Figure 1. Met1 routing.
Scale: 3 px per µm. Supply wires on this layer in gray.
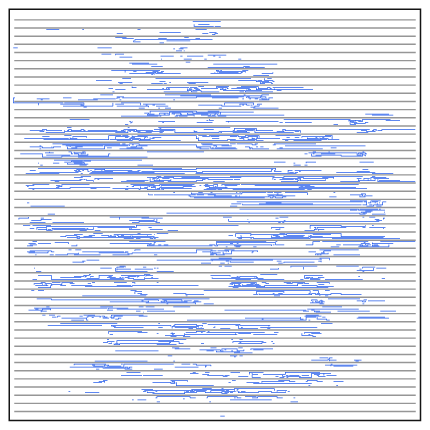
Figure 2. Signal wires on met2.
Scale: 2 px per µm. Cells faint in the background.
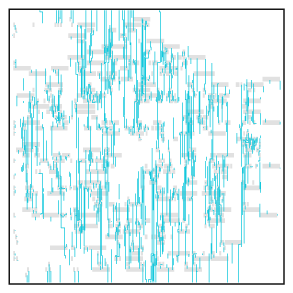
Figure 3. Metal 3.
Scale: 3 px per µm.
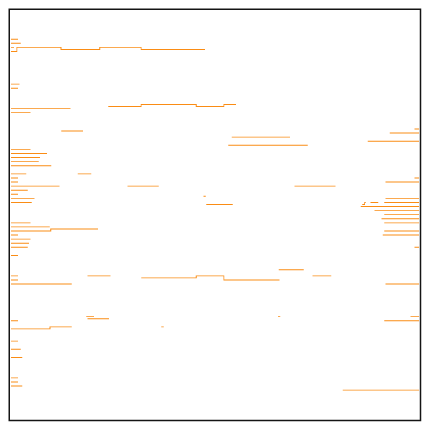
Figure 4. Cell placement.
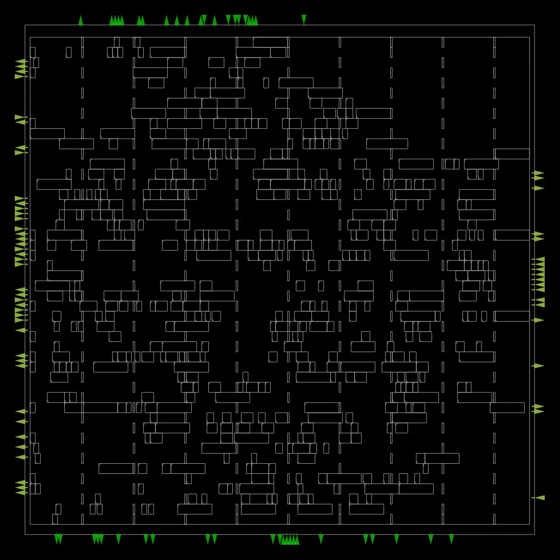
Design clk_period_meter, sky130hd; sources not shown.
==> flow_summary.yaml <==
# physical design summary
final_timing:
  rsz0062_at_grt: "no"
  final-max-slew-violation-count: 0
  fmax_mhz: 173
  setup_total_negative_slack_ns: 0
  post-route-min-period_ns: 5.77
  number_of_failing_setup_endpoints_in_the_final_timing_report: 0
  timing.final.crit_share_pct: 50.2
cts:
  ctsResizeCount: 0
  tritoncts_clock_tree: "built"
  cts_num_sinks: 72
  clk_transition_reported_paths_ns: 0.23
  clk_path_buf_depth: 2
  ctsRootBufferMaster: "clkbuf_2"
  clk-insertion-delay-late_ns: 0.59
  cts_hold_repair.buffers: 0
setup_path:
  path_buffers: 1
  ff2ff_setup_slack_ns: 5.73
  cp-start-kind: "flop"
  crit_chain: "ha_1 > and2_1 > nand3_1 > nor4_4 > nand2_2 > nand2_1 > ha_1 > a21oi_1 > o21ai_0 > a221oi_1 > o22ai_1 > nor3_2 > buf_4 > a22o_1"
  worst_ep_arrival_time_ns: 6.15
  endpoint_kind: "flop"
  critical_path_required_ns: 11.88
  critical_path.max_stage_delay_ns: 0.87
  criticalPathCategory: "reg -> reg"
  cp_common_cell: "ha_1"
cells_and_area:
  areaGrowthSynthToFinish_pct: 5.67
  post_route_cells_drive_above_1_share_pct: 7.61
  num_antenna_cells: 0
  finish.instance_area_um2: 4780
  most_common_library_cell_in_the_layout_ignoring_fill_and_taps: "dfrtp_1"
  num-nets-final: 550
  post-route-util_pct: 27.4
place:
  gpl.final_weighted_congestion: 0.746
  numPlacedInstances: 695
  portBuffers: 0
  dpl_cell_area_um2: 4640
  place_worst_setup_slack_ns: 5.43
  detailed_place_hpwl_mm: 9.69
yosys:
  ys_top_cells_by_count: "dfrtp_1 (72), nand2_1 (42), inv_1 (39)"
  synth_largest_type_area_fraction_pct: 39.8
  postSynthAreaPerCell_um2: 9.26
  yosys.area.top_type: "dfrtp_1"
  ys_types: 46
  postSynth.asyncResetShare_pct: 100
  yosys_cells: 489
  synth_sequential_area_ratio_pct: 39.8
  syn-cell-area_um2: 4530
  syn_inst: 489
  synth_flops: 72
route:
  routed-wl-met2_mm: 5.59
  post-route-drc-count: 0
  starting_drc_count_in_detailed_routing: 184
  drt-pass1-iter-count: 6
  vias_per_cell: 4.84
  wire_per_inst_um: 18.3
  wirelength_met1_mm: 6.55
  met3_wirelength_um: 751
global_routing:
  groute.usage.overall_pct: 14.9
  top_usage_layer: "met2"
  vias_in_the_first_global_route: 3502
  antenna_found_initial: 0
  grt_max_degree: 73
pwr:
  design_power_total_mw: 0.538
  static-leakage-power_nw: 2.34
die:
  die-area_um2: 18700
  boundaryPins: 103
  initial_utilization_pct: 25.9
  dieWidth_um: 137
flow_run:
  warnings: 26
hold_path:
  hold_class: "reg -> reg"
  timing.hold.worst_path_depth: 0
outcome:
  status: "complete, no violations"
Back to the opening pictures, Figure 1:
share of all routed wire	50%
nets with wire on the layer	496
met1 demand-to-capacity share in global routing: 21.3%
wire length after detailed routing: 13.0 mm
vias post-DR: 3441

Back to the opening pictures, Figure 2:
share of all routed wire	43%
nets with wire on the layer	462
wire length on this layer	5590 µm
main direction	vertical
longest straight run	52.9 µm
met2 layer usage reported by global route: 21.8%

Back to the opening pictures, Figure 3:
share of all routed wire	5.8%
nets with wire on the layer	69
main direction	horizontal
met3 capacity usage during global routing: 3.96%

Back to the opening pictures, Figure 4:
Well Taps: 225
standard-cell rows: 48
count of non-filler cells in the finished layout: 711
standard cell core area: 17500 µm²

[kinds of logic (layout without fill, tap and decap cells)]
kind of cell	count (synthesis)	count (layout)	share of synthesized area, %
and+or+nand+nor	160	160	18.1
AOI/OAI and AO/OA	99	99	15.6
buffers and inverters	92	58	10.6
DFF	72	72	39.8
adders and majority gates	33	33	9.12
xor gates and xnor gates	22	22	4.26
muxes	10	10	2.49
other	1	32	0.0828
[power by group]
part	switching [mW]	internal (mW)
clock	0.105	0.0716
sequential	0.0397	0.274
combinational	0.0296	0.0181
total	0.174	0.364
[cell type report]
type                    count  area [µm²]
clock buffers               9        45.0
clock inverters             7        96.3
fillers                  1873       12700
inverters                  39         146
multi-input cells         356        2370
flip-flops and latches     72        1800
well taps                 225         282
repair buffers              3        42.5
Power is estimated from default activity; no workload was simulated.
